==> src/rtl/rbcp_wb_pkg.sv <==
// Shared types and constants for the RBCP-to-Wishbone bridge/crossbar.
// Holds the FSM state encoding, error codes and status counter width.
package rbcp_wb_pkg;

   typedef enum logic [1:0] {
      ST_IDLE = 2'd0,
      ST_WB   = 2'd1,
      ST_RESP = 2'd2
   } state_t;

   localparam logic [1:0] ERR_NONE  = 2'b00;
   localparam logic [1:0] ERR_NODEC = 2'b01;
   localparam logic [1:0] ERR_TMO   = 2'b10;
   localparam logic [1:0] ERR_SLV   = 2'b11;

   localparam int ERR_CNT_W = 16;

endpackage

==> src/rtl/rbcp_wb_decode.sv <==
// Combinational priority address matcher: one base/mask window per target,
// lowest matching index wins, result is a one-hot select plus a hit flag.
module rbcp_wb_decode
   import rbcp_wb_pkg::*;
#(
   parameter int                         NUM_TARGETS = 8,
   parameter logic [32*NUM_TARGETS-1:0]  TARGET_BASE = {NUM_TARGETS{32'h0}},
   parameter logic [32*NUM_TARGETS-1:0]  TARGET_MASK = {NUM_TARGETS{32'hFFFF_FF00}}
) (
   input  logic [31:0]            addr_i,
   output logic [NUM_TARGETS-1:0] sel_o,
   output logic                   hit_o
);

   // Once a window has hit, later (higher-index) windows are masked off.
   always_comb begin
      sel_o = '0;
      hit_o = 1'b0;
      for (int i = 0; i < NUM_TARGETS; i++) begin
         if (!hit_o && ((addr_i & TARGET_MASK[32*i +: 32]) == TARGET_BASE[32*i +: 32])) begin
            sel_o[i] = 1'b1;
            hit_o    = 1'b1;
         end
      end
   end

endmodule

==> src/rtl/rbcp_wb_xbar.sv <==
// RBCP-to-Wishbone bridge with address crossbar: decodes each RBCP access,
// runs one supervised single-beat Wishbone cycle and keeps error status.
module rbcp_wb_xbar
   import rbcp_wb_pkg::*;
#(
   parameter int                         NUM_TARGETS  = 8,
   parameter logic [32*NUM_TARGETS-1:0]  TARGET_BASE  = {NUM_TARGETS{32'h0}},
   parameter logic [32*NUM_TARGETS-1:0]  TARGET_MASK  = {NUM_TARGETS{32'hFFFF_FF00}},
   parameter int                         WB_ADR_W     = 16,
   parameter int                         TIMEOUT_CYC  = 255,
   parameter logic [7:0]                 ERR_DATA     = 8'hEE,
   parameter bit                         ACK_ON_ERROR = 1'b1
) (
   input  logic                       CLK,
   input  logic                       RST,
   input  logic                       RBCP_ACT,
   input  logic [31:0]                RBCP_ADDR,
   input  logic                       RBCP_WE,
   input  logic [7:0]                 RBCP_WD,
   input  logic                       RBCP_RE,
   output logic [7:0]                 RBCP_RD,
   output logic                       RBCP_ACK,
   output logic [WB_ADR_W-1:0]        WB_ADR,
   output logic [7:0]                 WB_DAT_O,
   output logic                       WB_WE,
   output logic                       WB_CYC,
   output logic [NUM_TARGETS-1:0]     WB_STB,
   input  logic [8*NUM_TARGETS-1:0]   WB_DAT_I,
   input  logic [NUM_TARGETS-1:0]     WB_ACK_I,
   input  logic [NUM_TARGETS-1:0]     WB_ERR_I,
   input  logic                       ERR_CLR,
   output logic [ERR_CNT_W-1:0]       ERR_CNT,
   output logic [31:0]                LAST_ERR_ADDR,
   output logic [1:0]                 LAST_ERR_CODE,
   output logic                       BUSY
);

   state_t                 state_q, state_d;
   logic [31:0]            addr_q, addr_d;
   logic [7:0]             wd_q, wd_d;
   logic                   we_q, we_d;
   logic                   cyc_q, cyc_d;
   logic [NUM_TARGETS-1:0] stb_q, stb_d;
   logic [15:0]            tmo_q, tmo_d;
   logic                   ack_q, ack_d;
   logic [7:0]             rd_q, rd_d;
   logic [ERR_CNT_W-1:0]   errCnt_q, errCnt_d;
   logic [31:0]            errAddr_q, errAddr_d;
   logic [1:0]             errCode_q, errCode_d;

   logic [NUM_TARGETS-1:0] decSel;
   logic                   decHit;
   logic                   strobe;
   logic                   selAck;
   logic                   selErr;
   logic [7:0]             rdMux;
   logic [16:0]            tmoNext;
   logic                   failEvt;
   logic                   dropEvt;
   logic [1:0]             failCode;
   logic [31:0]            failAddr;
   logic [ERR_CNT_W:0]     cntSum;

   rbcp_wb_decode #(
      .NUM_TARGETS (NUM_TARGETS),
      .TARGET_BASE (TARGET_BASE),
      .TARGET_MASK (TARGET_MASK)
   ) u_decode (
      .addr_i (RBCP_ADDR),
      .sel_o  (decSel),
      .hit_o  (decHit)
   );

   // Only the currently strobed target may answer; its data lane is selected by the one-hot strobe.
   always_comb begin
      strobe  = RBCP_ACT && (RBCP_WE || RBCP_RE);
      selAck  = |(WB_ACK_I & stb_q);
      selErr  = |(WB_ERR_I & stb_q);
      tmoNext = {1'b0, tmo_q} + 17'd1;
      rdMux   = 8'h00;
      for (int i = 0; i < NUM_TARGETS; i++) begin
         if (stb_q[i]) begin
            rdMux = rdMux | WB_DAT_I[8*i +: 8];
         end
      end
   end

   // Next-state logic; leaving WB for RESP always drops CYC/STB in the same step.
   always_comb begin
      state_d  = state_q;
      addr_d   = addr_q;
      wd_d     = wd_q;
      we_d     = we_q;
      cyc_d    = cyc_q;
      stb_d    = stb_q;
      tmo_d    = tmo_q;
      ack_d    = 1'b0;
      rd_d     = 8'h00;
      failEvt  = 1'b0;
      dropEvt  = 1'b0;
      failCode = ERR_NONE;
      failAddr = addr_q;

      case (state_q)
         ST_IDLE: begin
            if (strobe) begin
               addr_d = RBCP_ADDR;
               wd_d   = RBCP_WD;
               we_d   = RBCP_WE;
               tmo_d  = 16'd0;
               if (decHit) begin
                  state_d = ST_WB;
                  cyc_d   = 1'b1;
                  stb_d   = decSel;
               end else begin
                  state_d  = ST_RESP;
                  ack_d    = ACK_ON_ERROR;
                  rd_d     = ERR_DATA;
                  failEvt  = 1'b1;
                  failCode = ERR_NODEC;
                  failAddr = RBCP_ADDR;
               end
            end
         end
         ST_WB: begin
            dropEvt = strobe;
            if (!RBCP_ACT) begin
               state_d = ST_IDLE;
               cyc_d   = 1'b0;
               stb_d   = '0;
            end else if (selErr) begin
               state_d  = ST_RESP;
               cyc_d    = 1'b0;
               stb_d    = '0;
               ack_d    = ACK_ON_ERROR;
               rd_d     = ERR_DATA;
               failEvt  = 1'b1;
               failCode = ERR_SLV;
            end else if (selAck) begin
               state_d = ST_RESP;
               cyc_d   = 1'b0;
               stb_d   = '0;
               ack_d   = 1'b1;
               rd_d    = we_q ? 8'h00 : rdMux;
            end else if (tmoNext == 17'(TIMEOUT_CYC)) begin
               state_d  = ST_RESP;
               cyc_d    = 1'b0;
               stb_d    = '0;
               ack_d    = ACK_ON_ERROR;
               rd_d     = ERR_DATA;
               failEvt  = 1'b1;
               failCode = ERR_TMO;
            end else begin
               tmo_d = tmoNext[15:0];
            end
         end
         ST_RESP: begin
            dropEvt = strobe;
            state_d = ST_IDLE;
         end
         default: begin
            state_d = ST_IDLE;
            cyc_d   = 1'b0;
            stb_d   = '0;
         end
      endcase
   end

   // A failure and a dropped strobe may land on the same edge, so up to two counts are added.
   always_comb begin
      cntSum    = {1'b0, errCnt_q} + {{ERR_CNT_W{1'b0}}, failEvt} + {{ERR_CNT_W{1'b0}}, dropEvt};
      errCnt_d  = cntSum[ERR_CNT_W] ? {ERR_CNT_W{1'b1}} : cntSum[ERR_CNT_W-1:0];
      errAddr_d = errAddr_q;
      errCode_d = errCode_q;
      if (failEvt) begin
         errAddr_d = failAddr;
         errCode_d = failCode;
      end
      if (ERR_CLR) begin
         errCnt_d  = '0;
         errAddr_d = 32'h0;
         errCode_d = ERR_NONE;
      end
   end

   always_ff @(posedge CLK or posedge RST) begin
      if (RST) begin
         state_q   <= ST_IDLE;
         addr_q    <= 32'h0;
         wd_q      <= 8'h00;
         we_q      <= 1'b0;
         cyc_q     <= 1'b0;
         stb_q     <= '0;
         tmo_q     <= 16'd0;
         ack_q     <= 1'b0;
         rd_q      <= 8'h00;
         errCnt_q  <= '0;
         errAddr_q <= 32'h0;
         errCode_q <= ERR_NONE;
      end else begin
         state_q   <= state_d;
         addr_q    <= addr_d;
         wd_q      <= wd_d;
         we_q      <= we_d;
         cyc_q     <= cyc_d;
         stb_q     <= stb_d;
         tmo_q     <= tmo_d;
         ack_q     <= ack_d;
         rd_q      <= rd_d;
         errCnt_q  <= errCnt_d;
         errAddr_q <= errAddr_d;
         errCode_q <= errCode_d;
      end
   end

   assign RBCP_ACK      = ack_q;
   assign RBCP_RD       = rd_q;
   assign WB_ADR        = addr_q[WB_ADR_W-1:0];
   assign WB_DAT_O      = wd_q;
   assign WB_WE         = we_q;
   assign WB_CYC        = cyc_q;
   assign WB_STB        = stb_q;
   assign ERR_CNT       = errCnt_q;
   assign LAST_ERR_ADDR = errAddr_q;
   assign LAST_ERR_CODE = errCode_q;
   assign BUSY          = (state_q != ST_IDLE);

endmodule

==> config.mk <==
export PLATFORM = sky130hd
export DESIGN_NAME = rbcp_wb_xbar
export DESIGN_NICKNAME = d
export VERILOG_FILES = /design/src/rtl/rbcp_wb_pkg.sv /design/src/rtl/rbcp_wb_decode.sv /design/src/rtl/rbcp_wb_xbar.sv
export SDC_FILE = /design/constraint.sdc
export NUM_CORES = 1
export LEC_CHECK = 0
export CAP_MARGIN = 20
export CORE_MARGIN = 2
export CORE_UTILIZATION = 25
export CTS_BUF_LIST = sky130_fd_sc_hd__clkbuf_8
export CTS_CLUSTER_DIAMETER = 200
export DETAILED_ROUTE_END_ITERATION = 7
export GPL_TIMING_DRIVEN = 0
export REMOVE_ABC_BUFFERS = 1
export SLEW_MARGIN = 15
export SYNTH_ARGS = -nofsm -noshare
export SYNTH_HDL_FRONTEND = slang
export SYNTH_SLANG_ARGS = --single-unit
==> constraint.sdc <==
create_clock -name CLK -period 6.1 [get_ports CLK]
set_clock_uncertainty 0.2 [all_clocks]
set_input_delay 1.525 -clock CLK [delete_from_list [all_inputs] [get_ports CLK]]
set_output_delay 1.525 -clock CLK [all_outputs]
set_load 0.05 [all_outputs]
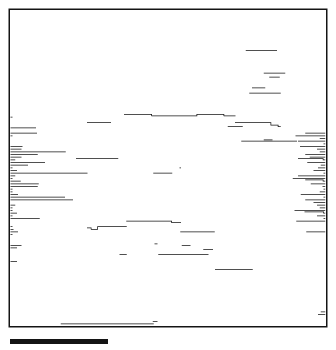
(images/met3.png)
Scale bar: 50 µm.
wire length on this layer	948 µm
share of all routed wire	5.1%
main direction	horizontal
longest straight run	47.2 µm
nets with wire on the layer	91

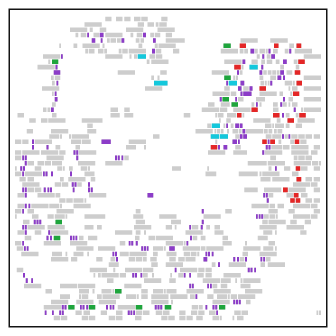
(images/gate_families.png)
family	colour	cells	most used
adder and majority cells	cyan	7	ha_1
multiplexers	green	13	mux2i_1
AND-OR and OR-AND gates	red	24	a21o_1
NAND gates	purple	184	nand2_1

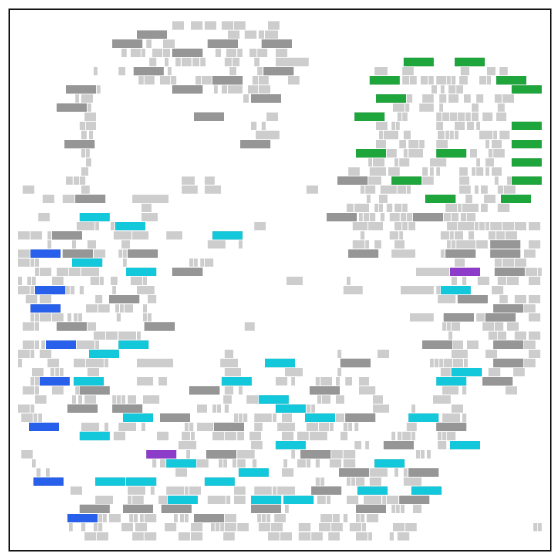
(images/registers.png)
Other sequential cells in the stronger grey, the rest of the logic in the fainter grey.
name in the netlist	colour	sequential cells
tmo_q	green	16
LAST_ERR_CODE	purple	2
WB_DAT_O	blue	8
LAST_ERR_ADDR	cyan	32

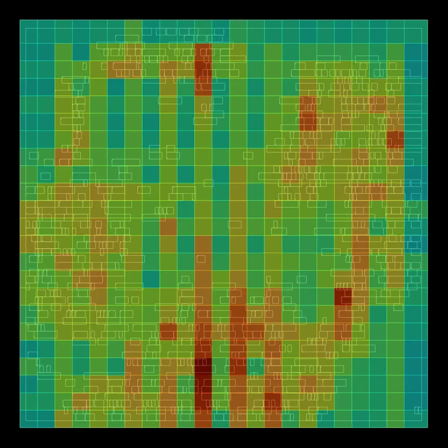
(images/final_congestion.png)
gr usage total: 0.1432
gr busiest metal: met2
Wirelength per Cell: 16.97 µm

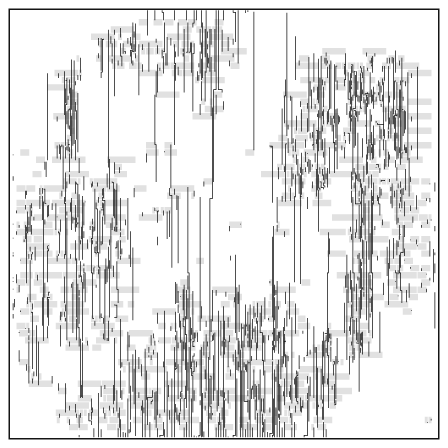
(images/met2.png)
main direction	vertical
wire length on this layer	8,480 µm

==> results_dict.tcl <==
# metrics dict for downstream scripts
set metrics [dict create \
    top_cells_by_count "nand2_1 (154), dfrtp_1 (120), nor2_1 (47), a221oi_2 (29), buf_4 (25)" \
    crit_end "ERR_CNT[6]$_DFF_PP0_" \
    vias_per_cell 4.685 \
    power_per_cell_area_nw_per_um2 408.2 \
    dpl.hpwl_um 11480 \
    num_antenna_cells 0 \
    cts.sink_count 120 \
    cp-start-kind "input port" \
    final_cell_mix "nand2_1 (153), clkdlybuf4s50_1 (141), dfrtp_1 (120)" \
    cp_common_cell "o21ai_4" \
    hold_viol 0 \
    status "finished, final reports clean" \
    grt_pass1_wl_um 28700 \
    r2r-end "ERR_CNT[6]$_DFF_PP0_" \
    synth_adder_area_share 0.01543 \
    final_cell_area_um2 8227 \
    drive_gt1_frac 0.1120 \
    slew_violations 0 \
    ys_sh_simple 0.2072 \
    drt_first_pass_iters 4 \
    topCombFamilyByArea "simple AND/OR/NAND/NOR gates" \
    dieArea_um2 25930 \
    worstPathCellList "clkdlybuf4s50_1 > nor4_1 > nand4_1 > o21ai_4 > o21ai_4 > nand2b_4 > fa_1 > ha_1 > and3_1 > nand3_1 > nor2_1 > nand3_2 > a21oi_1" \
    layout.nets 879 \
    p_sw_frac 0.4458 \
    antenna_found_initial 0 \
]
[final cells by class]
type / count / area share
clock buffer: 17 / 0.02844
clock inverter: 15 / 0.02144
inverter: 14 / 0.007300
multi-input combinational: 446 / 0.3411
sequential: 120 / 0.3650
tap: 324 / 0.04928
timing repair buffer: 147 / 0.1874
[routing by layer]
metal  GRT usage  share of wire  wire length [µm]  up-vias
li1            -              -                 -     2435
met5           0              0                 0        -
met1      0.1953           0.48              8760     2508
met3     0.04006          0.052               947       11
met4     0.04058          0.010               192        0
met2      0.2228           0.46              8481      120
[worst register-to-register path, delay by kind of cell (launching register included)]
kind            cells  cell delay [ps]
fa+ha+maj           3              860
flops               1              480
compound gates      1              240
simple gates       10             3620
